==> images/metal_density.png <==
The bar under the picture is 20 um long. The die is cut into 24 by 24 equal tiles; dark purple is low, yellow is high, scaled to the fullest tile. Values are wire area over tile area, all layers added.
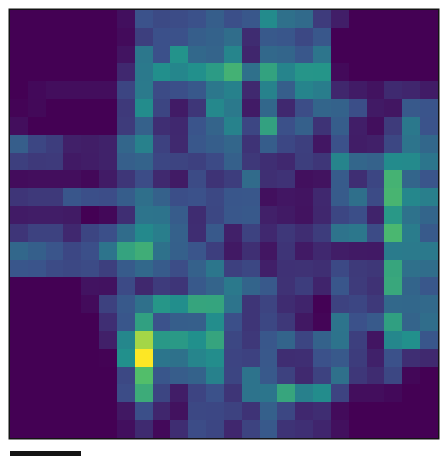
==> images/clk_routes.png <==
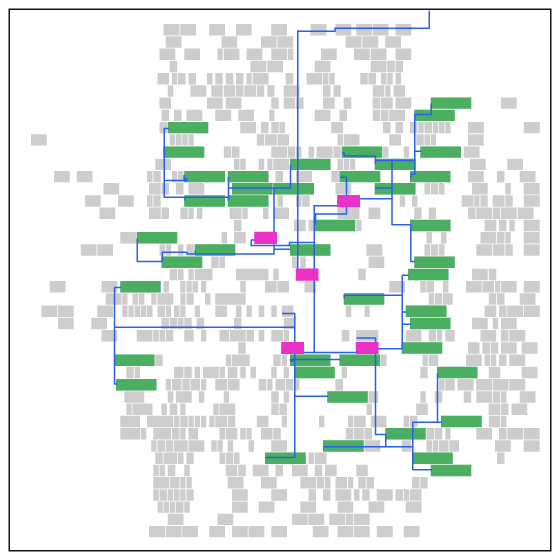
==> config.mk <==
export PLATFORM = sky130hd
export DESIGN_NAME = regfile_write_arbiter_flat
export DESIGN_NICKNAME = d
export VERILOG_FILES = /design/src/rtl/regfile_arb_pkg.sv /design/src/rtl/regfile_write_arbiter_if.sv /design/src/rtl/rr_arbiter.sv /design/src/rtl/regfile_write_arbiter.sv /design/src/flat_wrapper.sv
export SDC_FILE = /design/constraint.sdc
export NUM_CORES = 1
export LEC_CHECK = 0
export ABC_AREA = 1
export CAP_MARGIN = 20
export CORE_MARGIN = 2
export CORE_UTILIZATION = 24
export CTS_BUF_LIST = sky130_fd_sc_hd__clkbuf_8
export DETAILED_ROUTE_END_ITERATION = 6
export GPL_ROUTABILITY_DRIVEN = 0
export GPL_TIMING_DRIVEN = 1
export PLACE_DENSITY = 0.59
export SLEW_MARGIN = 20
export SYNTH_ARGS = -nofsm -noshare
export SYNTH_HDL_FRONTEND = slang
export SYNTH_SLANG_ARGS = --single-unit
==> constraint.sdc <==
create_clock -name clock -period 3.6 [get_ports clock]
set_clock_uncertainty 0.1 [all_clocks]
set_input_delay 0.36 -clock clock [delete_from_list [all_inputs] [get_ports clock]]
set_output_delay 0.36 -clock clock [all_outputs]
set_load 0.02 [all_outputs]
==> src/rtl/regfile_arb_pkg.sv <==
// rtl/regfile_arb_pkg.sv - shared widths, state type and index helper for the regfile write arbiter
package regfile_arb_pkg;

  localparam int DEF_REG_W  = 5;
  localparam int DEF_DATA_W = 32;
  localparam int R0_IDX     = 0;

  typedef enum logic {
    ST_ARB  = 1'b0,
    ST_LOCK = 1'b1
  } arb_state_e;

  // Successor of idx in a ring of n sources.
  function automatic int wrap_inc(input int idx, input int n);
    return (idx + 1 >= n) ? 0 : idx + 1;
  endfunction

endpackage

==> src/rtl/regfile_write_arbiter_if.sv <==
// rtl/regfile_write_arbiter_if.sv - writeback request bundle and regfile write port
interface regfile_write_arbiter_if
  import regfile_arb_pkg::*;
#(
  parameter int NUM_REQ = 3,
  parameter int REG_W   = DEF_REG_W,
  parameter int DATA_W  = DEF_DATA_W
);

  logic [NUM_REQ-1:0]        req_valid;
  logic [NUM_REQ-1:0]        req_last;
  logic [NUM_REQ*REG_W-1:0]  req_reg;
  logic [NUM_REQ*DATA_W-1:0] req_data;
  logic [NUM_REQ-1:0]        req_ready;
  logic                      ctrl_writeEnable;
  logic [REG_W-1:0]          ctrl_writeReg;
  logic [DATA_W-1:0]         data_writeReg;
  logic                      busy;

  // Writeback sources plus the regfile observer.
  modport master (
    output req_valid, req_last, req_reg, req_data,
    input  req_ready, ctrl_writeEnable, ctrl_writeReg, data_writeReg, busy
  );

  // The arbiter itself.
  modport slave (
    input  req_valid, req_last, req_reg, req_data,
    output req_ready, ctrl_writeEnable, ctrl_writeReg, data_writeReg, busy
  );

endinterface

==> src/rtl/rr_arbiter.sv <==
// rtl/rr_arbiter.sv - combinational rotate-priority picker with optional fixed priority
module rr_arbiter #(
  parameter int N     = 3,
  parameter int IDX_W = $clog2(N)
) (
  input  logic [N-1:0]     req,
  input  logic [IDX_W-1:0] ptr,
  input  logic             fixed_prio,
  output logic [N-1:0]     grant,
  output logic [IDX_W-1:0] idx,
  output logic             any
);

  int               base;
  logic [IDX_W-1:0] cand;

  // Scan N positions from the priority base; the first requester found wins.
  always_comb begin
    grant = '0;
    idx   = '0;
    any   = 1'b0;
    cand  = '0;
    base  = fixed_prio ? 0 : int'(ptr);
    for (int k = 0; k < N; k++) begin
      cand = IDX_W'((base + k) % N);
      if (!any && req[cand]) begin
        any         = 1'b1;
        grant[cand] = 1'b1;
        idx         = cand;
      end
    end
  end

endmodule

==> src/rtl/regfile_write_arbiter.sv <==
// rtl/regfile_write_arbiter.sv - regfile write-port arbiter with burst lock; REGFILE_ARB_FIXED_PRIO_EN selects fixed priority
module regfile_write_arbiter
  import regfile_arb_pkg::*;
#(
  parameter int NUM_REQ = 3,
  parameter int REG_W   = DEF_REG_W,
  parameter int DATA_W  = DEF_DATA_W
) (
  input logic                    clock,
  input logic                    ctrl_reset,
  regfile_write_arbiter_if.slave bus
);

  localparam int PTR_W = $clog2(NUM_REQ);

`ifdef REGFILE_ARB_FIXED_PRIO_EN
  localparam logic FIXED_PRIO = 1'b1;
`else
  localparam logic FIXED_PRIO = 1'b0;
`endif

  arb_state_e         state, state_nxt;
  logic [PTR_W-1:0]   ptr, ptr_nxt;
  logic [PTR_W-1:0]   owner, owner_nxt;

  logic [REG_W-1:0]   reg_arr  [NUM_REQ];
  logic [DATA_W-1:0]  data_arr [NUM_REQ];

  logic [NUM_REQ-1:0] arb_grant;
  logic [PTR_W-1:0]   arb_idx;
  logic               arb_any;

  logic [NUM_REQ-1:0] ready;
  logic               accept;
  logic [PTR_W-1:0]   acc_idx;
  logic [REG_W-1:0]   acc_reg;
  logic [DATA_W-1:0]  acc_data;
  logic               acc_real;

  logic               we_q;
  logic [REG_W-1:0]   wreg_q;
  logic [DATA_W-1:0]  wdata_q;

  for (genvar i = 0; i < NUM_REQ; i++) begin : g_unpack
    assign reg_arr[i]  = bus.req_reg[i*REG_W +: REG_W];
    assign data_arr[i] = bus.req_data[i*DATA_W +: DATA_W];
  end

  rr_arbiter #(
    .N     (NUM_REQ),
    .IDX_W (PTR_W)
  ) u_pick (
    .req        (bus.req_valid),
    .ptr        (ptr),
    .fixed_prio (FIXED_PRIO),
    .grant      (arb_grant),
    .idx        (arb_idx),
    .any        (arb_any)
  );

  // Grant selection and next-state: ARB picks by rotation, LOCK serves only the burst owner.
  always_comb begin
    ready     = '0;
    accept    = 1'b0;
    acc_idx   = arb_idx;
    state_nxt = state;
    ptr_nxt   = ptr;
    owner_nxt = owner;
    case (state)
      ST_ARB: begin
        ready   = arb_grant;
        accept  = arb_any;
        acc_idx = arb_idx;
        if (accept) begin
          if (bus.req_last[acc_idx]) begin
            ptr_nxt = FIXED_PRIO ? '0 : PTR_W'(wrap_inc(int'(acc_idx), NUM_REQ));
          end else begin
            state_nxt = ST_LOCK;
            owner_nxt = acc_idx;
          end
        end
      end
      ST_LOCK: begin
        acc_idx      = owner;
        accept       = bus.req_valid[owner];
        ready[owner] = accept;
        if (accept && bus.req_last[owner]) begin
          state_nxt = ST_ARB;
          ptr_nxt   = FIXED_PRIO ? '0 : PTR_W'(wrap_inc(int'(owner), NUM_REQ));
        end
      end
      default: state_nxt = ST_ARB;
    endcase
  end

  assign acc_reg  = reg_arr[acc_idx];
  assign acc_data = data_arr[acc_idx];
  // Writes to $r0 are acked but never reach the port.
  assign acc_real = accept && (acc_reg != REG_W'(R0_IDX));

  // Arbitration state: reset abandons any burst and restarts rotation at source 0.
  always_ff @(posedge clock or negedge ctrl_reset) begin
    if (!ctrl_reset) begin
      state <= ST_ARB;
      ptr   <= '0;
      owner <= '0;
    end else begin
      state <= state_nxt;
      ptr   <= ptr_nxt;
      owner <= owner_nxt;
    end
  end

  // Registered write port: enable pulses one cycle after acceptance, address/data hold otherwise.
  always_ff @(posedge clock or negedge ctrl_reset) begin
    if (!ctrl_reset) begin
      we_q    <= 1'b0;
      wreg_q  <= '0;
      wdata_q <= '0;
    end else begin
      we_q <= acc_real;
      if (acc_real) begin
        wreg_q  <= acc_reg;
        wdata_q <= acc_data;
      end
    end
  end

  assign bus.req_ready        = ctrl_reset ? ready : '0;
  assign bus.ctrl_writeEnable = we_q;
  assign bus.ctrl_writeReg    = wreg_q;
  assign bus.data_writeReg    = wdata_q;
  assign bus.busy             = (state == ST_LOCK);

endmodule

==> src/flat_wrapper.sv <==
// flat-port wrapper written by rule: the top's interface ports become plain ports
module regfile_write_arbiter_flat import regfile_arb_pkg::*;
#(
  parameter int NUM_REQ = 3,
  parameter int REG_W   = DEF_REG_W,
  parameter int DATA_W  = DEF_DATA_W
)
  (clock, ctrl_reset, bus_req_valid, bus_req_last, bus_req_reg, bus_req_data, bus_req_ready, bus_ctrl_writeEnable, bus_ctrl_writeReg, bus_data_writeReg, bus_busy);
  regfile_write_arbiter_if #(.NUM_REQ(NUM_REQ), .REG_W(REG_W), .DATA_W(DATA_W)) bus_i ();
  input logic clock;
  input logic ctrl_reset;
  input wire logic [$bits(bus_i.req_valid)-1:0] bus_req_valid;
  input wire logic [$bits(bus_i.req_last)-1:0] bus_req_last;
  input wire logic [$bits(bus_i.req_reg)-1:0] bus_req_reg;
  input wire logic [$bits(bus_i.req_data)-1:0] bus_req_data;
  output wire logic [$bits(bus_i.req_ready)-1:0] bus_req_ready;
  output wire logic [$bits(bus_i.ctrl_writeEnable)-1:0] bus_ctrl_writeEnable;
  output wire logic [$bits(bus_i.ctrl_writeReg)-1:0] bus_ctrl_writeReg;
  output wire logic [$bits(bus_i.data_writeReg)-1:0] bus_data_writeReg;
  output wire logic [$bits(bus_i.busy)-1:0] bus_busy;
  assign bus_i.req_valid = bus_req_valid;
  assign bus_i.req_last = bus_req_last;
  assign bus_i.req_reg = bus_req_reg;
  assign bus_i.req_data = bus_req_data;
  assign bus_req_ready = bus_i.req_ready;
  assign bus_ctrl_writeEnable = bus_i.ctrl_writeEnable;
  assign bus_ctrl_writeReg = bus_i.ctrl_writeReg;
  assign bus_data_writeReg = bus_i.data_writeReg;
  assign bus_busy = bus_i.busy;
  regfile_write_arbiter #(.NUM_REQ(NUM_REQ), .REG_W(REG_W), .DATA_W(DATA_W)) u_core (.clock(clock), .ctrl_reset(ctrl_reset), .bus(bus_i));
endmodule
==> flow_metrics.py <==
# Auto-generated metrics
metrics = {
    "clock_network": {
        "numCtsBuffers": 5,
    },
    "floorplan": {
        "std_cell_rows": 42,
        "core_region_area_mm2": 0.0132,
        "top_level_ports": 161,
    },
    "global_routing": {
        "global_route.usage.total_pct": 16.1,
        "grtUsageMet3_pct": 3.99,
        "grt_max_degree": 44,
    },
    "worst_setup_path": {
        "critical_path.startpoint": "u_core.ptr[0]$_DFFE_PN0P_",
        "startpoint_type": "flop",
        "worst-endpoint-arrival_ns": 2.83,
        "crit_type": "flop to output pin",
        "critPathCapture": "bus_req_ready[2]",
        "rr_startpoint": "u_core.ptr[0]$_DFFE_PN0P_",
        "setup.worst_path.end_class": "output pin",
        "ordered_cell_list_for_the_critical_path": "inv_1, ha_1, inv_2, nand2_1, nand3_2, nand2_2, nand2_2, o21ai_2, o21ai_0, nand2_1, nor2_1, a211oi_1, clkdlybuf4s50_1",
        "worst-path-max-fanout": 7,
        "reg2reg_to": "u_core.bus.data_writeReg[14]$_DFFE_PN0P_",
        "timing.reg2reg.setup_slack_ns": 0.41,
    },
    "placement": {
        "post_dp_cell_area_mm2": 0.00497,
        "numPlacedInstances": 785,
        "numPortBuffers": 160,
    },
    "timing": {
        "report.final.setup_viol": 0,
        "maxClockFrequency_ghz": 0.304,
        "slew-limit-headroom_pct": 39.4,
        "drv_slew": 0,
        "report.final.hold_viol_count": 0,
    },
    "power": {
        "power.density_cell_area_mw_per_mm2": 981,
        "power_frac_clock_pct": 6.9,
        "power.static_leakage_nw": 2.27,
        "finalPower_mw": 4.99,
        "switching_power_mw": 2.64,
    },
    "synth": {
        "synthMostInstantiatedCell": "sky130_fd_sc_hd__nand2_1",
        "syn_inst": 470,
        "synth_largest_type_area_fraction_pct": 33.3,
        "floorplan.nets": 593,
        "synth_sequential_area_ratio_pct": 33.3,
        "largest_area_cell": "sky130_fd_sc_hd__dfrtp_1",
    },
    "cells_and_area": {
        "lay_top_count": "sky130_fd_sc_hd__clkdlybuf4s50_1",
        "final_core_utilization_pct": 38.5,
        "insertedDiodeCount": 0,
    },
    "route": {
        "final_antenna_net_count": 0,
        "vias_per_cell": 4.83,
    },
    "run_status": {
        "outcome": "finished, final reports clean",
    },
}
About metal_density.png:
The fullest tile reaches 0.70. 4.9% of the tiles are over half the peak. The mean over all tiles is 0.14.

About clk_routes.png:
Magenta stands for clock drivers, count 5. Green stands for flip-flops, count 43. Blue stands for clock wires, length 630 um.
There are 6 routed clock nets.

[layer usage]
metal,vias to the layer above,share of wire (%)
met5,-,0
met4,0,3.3
met3,30,8.6
met2,163,47
met1,1751,41
li1,1883,-
[power groups by stage]
stage / clock network, mW / registers [mW] / logic (mW)
final: 0.345 / 0.891 / 3.75
after floorplan: 0 / 1.14 / 2.33
after CTS: 0.359 / 0.894 / 3.76
after global placement: 0 / 0.899 / 3.70
after detailed placement: 0 / 0.900 / 3.75
after global routing: 0.383 / 0.925 / 4.15
[repair_timing]
item / 4_1_cts / 5_1_grt
hold buffers: 0 / 0
endpoints found under the setup margin: 0 / 4
resized: 0 / 1
endpoints found under the hold margin: 0 / 0
buffers inserted: 0 / 0
[cell type report]
type	count	area (um2)
fillers	1380	8110
multi-input cells	367	1880
repair buffers	172	1700
flip-flops and latches	43	1080
well taps	176	220
inverters	27	101
clock buffers	7	96.3
clock inverters	1	7.51
[cells by family (layout without fill, tap and decap cells)]
kind of cell | Yosys count | count (layout) | synth area share [%]
AND/OR/NAND/NOR | 278 | 278 | 39.4
adder cells (fa/ha/maj) | 4 | 4 | 1.55
buffers and inverters | 60 | 207 | 8.72
AND-OR/OR-AND | 85 | 85 | 17.0
flip-flops | 43 | 43 | 33.3
[state kept, by name, indices dropped and copies added, names as in the netlist]
name / cells
u_core.bus.data_writeReg: 32
u_core.bus.ctrl_writeEnable: 1
u_core.bus.busy: 1
u_core.owner: 2
u_core.bus.ctrl_writeReg: 5
u_core.ptr: 2
[worst max-delay path, delay by kind of cell, from the launching register on]
family,cells,cell delay [ns]
AOI/OAI and AO/OA,3,0.37
adders and majority gates,1,0.44
buffers and inverters,3,0.84
DFF,1,0.40
and+or+nand+nor,6,0.47
Power figures rest on the tool's default switching activity, not on a simulated workload.
